<file path="config.mk">
export PLATFORM = sky130hd
export DESIGN_NAME = instruction_fetch
export DESIGN_NICKNAME = d
export VERILOG_FILES = /design/src/rtl/instruction_fetch.sv
export SDC_FILE = /design/constraint.sdc
export NUM_CORES = 1
export LEC_CHECK = 0
export CORE_AREA = 2 2 70 72
export CTS_CLUSTER_DIAMETER = 40
export DETAILED_ROUTE_END_ITERATION = 10
export DIE_AREA = 0 0 72 74
export PLACE_DENSITY = 0.81
export SYNTH_ARGS = -nofsm -noshare
export SYNTH_HDL_FRONTEND = slang
export SYNTH_SLANG_ARGS = --single-unit
</file>
<file path="constraint.sdc">
create_clock -name clk -period 1.5 [get_ports clk]
set_input_delay 0.3 -clock clk [delete_from_list [all_inputs] [get_ports clk]]
set_output_delay 0.3 -clock clk [all_outputs]
set_load 0.02 [all_outputs]
</file>
<file path="src/rtl/instruction_fetch.sv">
`default_nettype none
// ============================================================================
// Module   : instruction_fetch
// Brief    : Fetches variable-length instructions (opcode + 0..2 operands)
//            from byte-wide program memory and owns the program counter.
// Revision : 1.0 - initial release
// ============================================================================
module instruction_fetch #(
    parameter int                     ADDR_WIDTH = 8,
    parameter logic [ADDR_WIDTH-1:0]  RESET_PC   = '0
) (
    input  logic                  clk,
    input  logic                  rst,
    input  logic                  fetch_req,
    input  logic                  pc_load,
    input  logic [ADDR_WIDTH-1:0] pc_load_value,
    input  logic [7:0]            mem_rdata,
    input  logic                  mem_ready,
    output logic [ADDR_WIDTH-1:0] mem_addr,
    output logic                  mem_rd,
    output logic [7:0]            opcode,
    output logic [7:0]            operando1,
    output logic [7:0]            operando2,
    output logic                  IR_load,
    output logic [ADDR_WIDTH-1:0] pc,
    output logic                  busy
);

    localparam logic [2:0] c_IDLE     = 3'd0;
    localparam logic [2:0] c_FETCH_OP = 3'd1;
    localparam logic [2:0] c_FETCH_A1 = 3'd2;
    localparam logic [2:0] c_FETCH_A2 = 3'd3;
    localparam logic [2:0] c_DONE     = 3'd4;

    localparam logic [ADDR_WIDTH-1:0] c_PC_STEP = 1;

    logic [2:0]            r_state;
    logic [ADDR_WIDTH-1:0] r_pc;
    logic [7:0]            r_opcode;
    logic [7:0]            r_operando1;
    logic [7:0]            r_operando2;

    always_ff @(posedge clk or posedge rst) begin
        if (rst) begin
            r_state     <= c_IDLE;
            r_pc        <= RESET_PC;
            r_opcode    <= 8'h00;
            r_operando1 <= 8'h00;
            r_operando2 <= 8'h00;
        end else begin
            case (r_state)
                c_IDLE: begin
                    // A jump request wins over a simultaneous fetch request
                    if (pc_load) begin
                        r_pc <= pc_load_value;
                    end else if (fetch_req) begin
                        r_state <= c_FETCH_OP;
                    end
                end
                c_FETCH_OP: begin
                    if (mem_ready) begin
                        r_opcode    <= mem_rdata;
                        r_operando1 <= 8'h00;
                        r_operando2 <= 8'h00;
                        r_pc        <= r_pc + c_PC_STEP;
                        r_state     <= (mem_rdata[7:6] == 2'b00) ? c_DONE : c_FETCH_A1;
                    end
                end
                c_FETCH_A1: begin
                    if (mem_ready) begin
                        r_operando1 <= mem_rdata;
                        r_pc        <= r_pc + c_PC_STEP;
                        // opcode[7] set means a 3-byte instruction
                        r_state     <= r_opcode[7] ? c_FETCH_A2 : c_DONE;
                    end
                end
                c_FETCH_A2: begin
                    if (mem_ready) begin
                        r_operando2 <= mem_rdata;
                        r_pc        <= r_pc + c_PC_STEP;
                        r_state     <= c_DONE;
                    end
                end
                c_DONE: begin
                    r_state <= c_IDLE;
                end
                default: begin
                    r_state <= c_IDLE;
                end
            endcase
        end
    end

    assign mem_rd    = (r_state == c_FETCH_OP) || (r_state == c_FETCH_A1) ||
                       (r_state == c_FETCH_A2);
    assign mem_addr  = r_pc;
    assign IR_load   = (r_state == c_DONE);
    assign busy      = (r_state != c_IDLE);
    assign pc        = r_pc;
    assign opcode    = r_opcode;
    assign operando1 = r_operando1;
    assign operando2 = r_operando2;

endmodule
`default_nettype wire

</file>
==> impl_metrics.csv <==
group,metric,value,unit
placed_design,dp.cells,302,
clocking,clock.latency.late_pin,290,ps
routing,ant_nets,0,
logic_synthesis,yosys_warnings,0,
clocking,holdBufCountCts,0,
logic_synthesis,synthTopLogicFamily,"AND-OR/OR-AND gates",
finish,drive_gt1_share,28.47,%
setup_path,worstPathMaxFanout,4,
global_route,grt-ovfl-total,0,
timing,fmax,613.0,MHz
clocking,clk_pin_slew,70,ps
finish,lay_top_count,"dlygate4sd2_1",
floorplan,core_area,0.004598,mm2
timing,setup_ws,-131.2,ps
setup_path,r2r_slack,-120,ps
floorplan,rows,25,
logic_synthesis,ys_chip_area,0.001787,mm2
logic_synthesis,ys_seq_share,49.02,%
floorplan,ioPinCount,64,
logic_synthesis,ys_sh_mux,4.972,%
setup_path,end_kind,"output pin",
setup_path,path_depth,3,
floorplan,die_h,74,um
job,warnings,28,
logic_synthesis,synth_cells,185,
clocking,cts.sinks,35,
setup_path,setup.worst_path.end,"busy",
clocking,postCtsSetupBuffers,10,
global_route,grt_pass1_wl,8556,um
clocking,clockBufferDepth,2,
timing,slew_headroom,75.84,%
logic_synthesis,yosys.area_share.adder,0.7003,%
placed_design,port_buffers,63,
logic_synthesis,synth-simple-area-share,16.67,%
setup_path,cp.required,1200,ps
setup_path,path_buffers,2,
timing,hold_viol,0,
setup_path,max_stage_delay,420,ps
routing,drc,0,
setup_path,critPathMostFrequentCell,"buf_6",
logic_synthesis,synth_flops,35,
finish,lay_top_cells,"41 x dlygate4sd2_1, 36 x nand2_1, 32 x dfrtp_1",
finish,fillers,390,
global_route,antenna_found_initial,0,
timing,tns,-1098,ps
setup_path,r2r_cells,5,
finish,fin_cells,328,
clocking,numCtsBuffers,5,
global_route,first_global_vias,1781,
clocking,cts_max_level,2,
timing,rsz0062_at_grt,"true",
placed_design,hpwlAfterDp,3321,um
setup_path,r2r_end,"mem_addr[0]",
timing,slew_violations,0,
routing,drtIter0Drc,79,
finish,nNetsFinal,295,
routing,avgViaCountPerCell,5.399,
setup_path,path_class,"flip-flop to output pin",
finish,n_antenna_cell,0,
setup_path,startpoint,"r_state[2]",
clocking,post_cts_resized,87,
power,leakage,1.377,nW
timing,worst_pin_slew,362.3,ps
setup_path,crit_family,"flip-flops",
setup_path,cpMaxStageDelayCell,"dfrtp_2",
logic_synthesis,aoi_share,21.15,%
setup_path,start_kind,"flip-flop",
floorplan,die_area,0.005328,mm2
timing,post-route-period-util,108.7,%
routing,wirelength,5382,um
floorplan,dieWidth,72,um
power,p_per_area,2303,mW/mm2
timing,whs,359.6,ps
timing,period_needed,1631,ps
global_route,grtUsageTotal,21.14,%
floorplan,fp_util,38.86,%
clocking,cts_tree,"built",
placed_design,place_congestion,0.8225,
logic_synthesis,synthXorXnorAreaFrac,0,%
logic_synthesis,edf_count,0,
timing,setup_viol,17,
setup_path,cp_cell_sequence,"buf_6, or3_4, buf_6",
global_route,grt_max_degree,36,
worst_hold_path,hp-class,"input port to asynchronous set/reset pin",
routing,dr.pass1.iters,4,
logic_synthesis,synth-async-reset-ratio,100.0,%
setup_path,r2r_start,"r_state[1]",
timing,final.setup_skew,4.704,ps
finish,syn2layout_area_growth,63.94,%
outcome,failed_checks,"negative setup slack",
logic_synthesis,syn_avg_cell_area,9.658,um2
logic_synthesis,ys_cells,185,
outcome,status,"complete, but fails checks",
logic_synthesis,ys.flop_type,"dfrtp_1",
job,cap_violations,0,
clocking,cts-root-buf,"clkbuf_8",
logic_synthesis,synth_cell_types,39,
power,ir_drop,0.9608,mV
routing,vias,1771,
logic_synthesis,syn_area,0.001787,mm2
setup_path,crit_arrival,1330,ps
logic_synthesis,syn_nets,207,
==> synth_stat cells (3+ instances only) <==
| library cell | n | area share [%] |
|---|---|---|
| dfrtp_1 | 35 | 49 |
| o21ai_0 | 20 | 5.6 |
| o21ai_1 | 4 | 1.1 |
| inv_1 | 5 | 1.1 |
| a22o_1 | 10 | 4.9 |
| buf_2 | 5 | 1.4 |
| clkbuf_1 | 5 | 1.1 |
| a21oi_1 | 9 | 2.5 |
| nand3_1 | 3 | 0.84 |
| buf_4 | 8 | 3.4 |
| nor2_1 | 5 | 1.1 |
| mux2_2 | 7 | 4.4 |
| nand2_1 | 36 | 7.6 |
==> layer usage <==
metal  global-route usage (%)  share of wire (%)  vias up
li1                         -                  -      826
met1                    25.41                 41      852
met2                    35.91                 50       82
met3                    4.472                7.0       11
met4                    11.32                2.2        0
met5                        0                  0        -
==> layout make-up <==
cell class / instances / area, um2 / area share [%]
clock buffer: 7 / 76.32 / 2.606
inverter: 5 / 18.77 / 0.6408
clock inverter: 1 / 5.005 / 0.1709
sequential: 35 / 879.6 / 30.03
multi-input combinational: 127 / 894.6 / 30.54
tap: 54 / 67.56 / 2.307
timing repair buffer: 99 / 987.2 / 33.70
==> report_power, final <==
group / total, mW / switching, mW / leakage, nW / internal [mW]
sequential: 1.76 / 0.387 / 0.434 / 1.37
combinational: 4.33 / 2.20 / 0.902 / 2.13
clock: 0.660 / 0.335 / 0.0422 / 0.326
==> stage by stage <==
step | setup slack [ps] | area [um2] | total power [mW]
2_1_floorplan | 11.52 | 1792 | 3.907
3_3_place_gp | -323.9 | 2555 | 5.378
3_5_place_dp | -341.7 | 2555 | 5.479
4_1_cts | -163.0 | 2838 | 6.463
5_1_grt | -156.6 | 2929 | 7.164
6_report | -131.2 | 2929 | 6.746
Figure 1. Where the registers sit.
Drawn at 6 px/um. Other sequential cells in the stronger gray, the rest of the logic in the fainter gray.
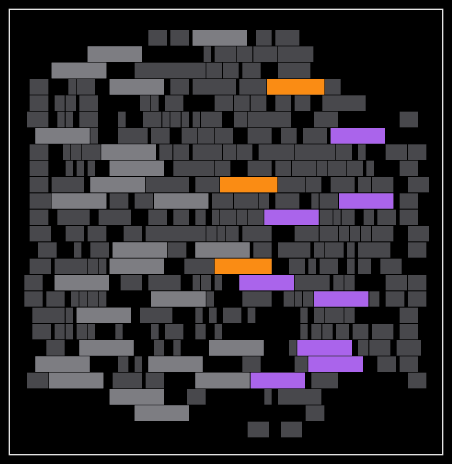
legend:
  orange:
    name_in_the_netlist: r_state
    flops: 3
  purple:
    name_in_the_netlist: mem_addr
    flops: 8

Figure 2. Close-up of the layout.
Region (44, 8) to (64, 28) um. Cells in gray, sequential cells in the stronger gray; small squares are vias.
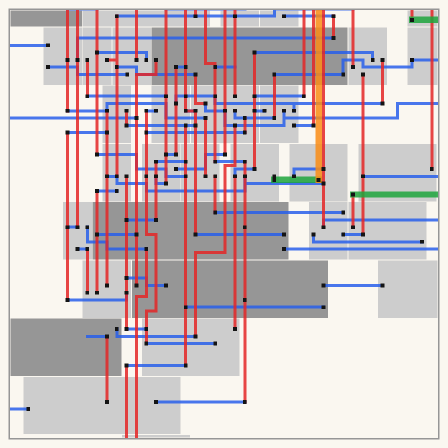
legend:
  orange:
    layer: metal 4
  red:
    layer: metal 2
  blue:
    layer: metal 1
  green:
    layer: metal 3
cells with their middle in the window: 25
sequential cells in the window: 4
netlist names of flops here include: mem_addr (4)
most frequent: dfrtp_1 (4)

Figure 3. Track usage over the die.
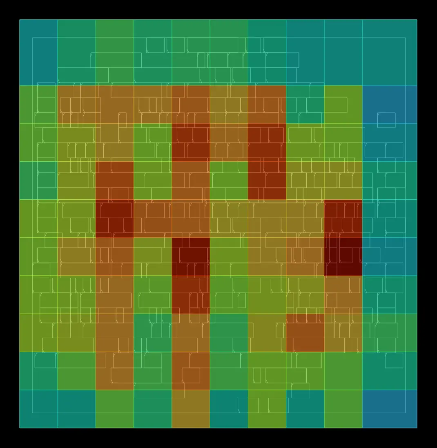
met2 usage: 35.91%
Finished Core Util: 63.70%
Avg WL per Cell: 16.41 um

Figure 4. Routed clock nets over the placement.
Drawn at 4 px/um.
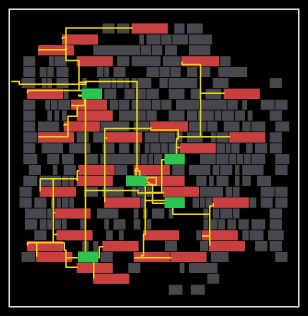
legend:
  green:
    item: clock drivers
    count: 5
  yellow:
    item: clock wires
    length: 478 um
  red:
    item: flip-flops
    count: 35
routed clock nets: 6

Figure 5. Wiring by layer.
Drawn at 4 px/um.
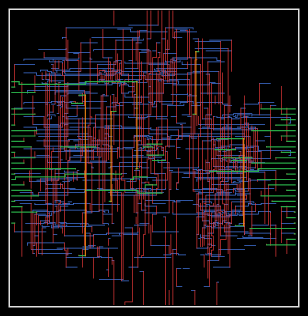
legend:
  blue:
    layer: metal 1
    wire_length: 2,220 um
  orange:
    layer: metal 4
    wire_length: 122 um
  green:
    layer: metal 3
    wire_length: 377 um
  red:
    layer: metal 2
    wire_length: 2,670 um

Power is estimated from default activity; no workload was simulated.
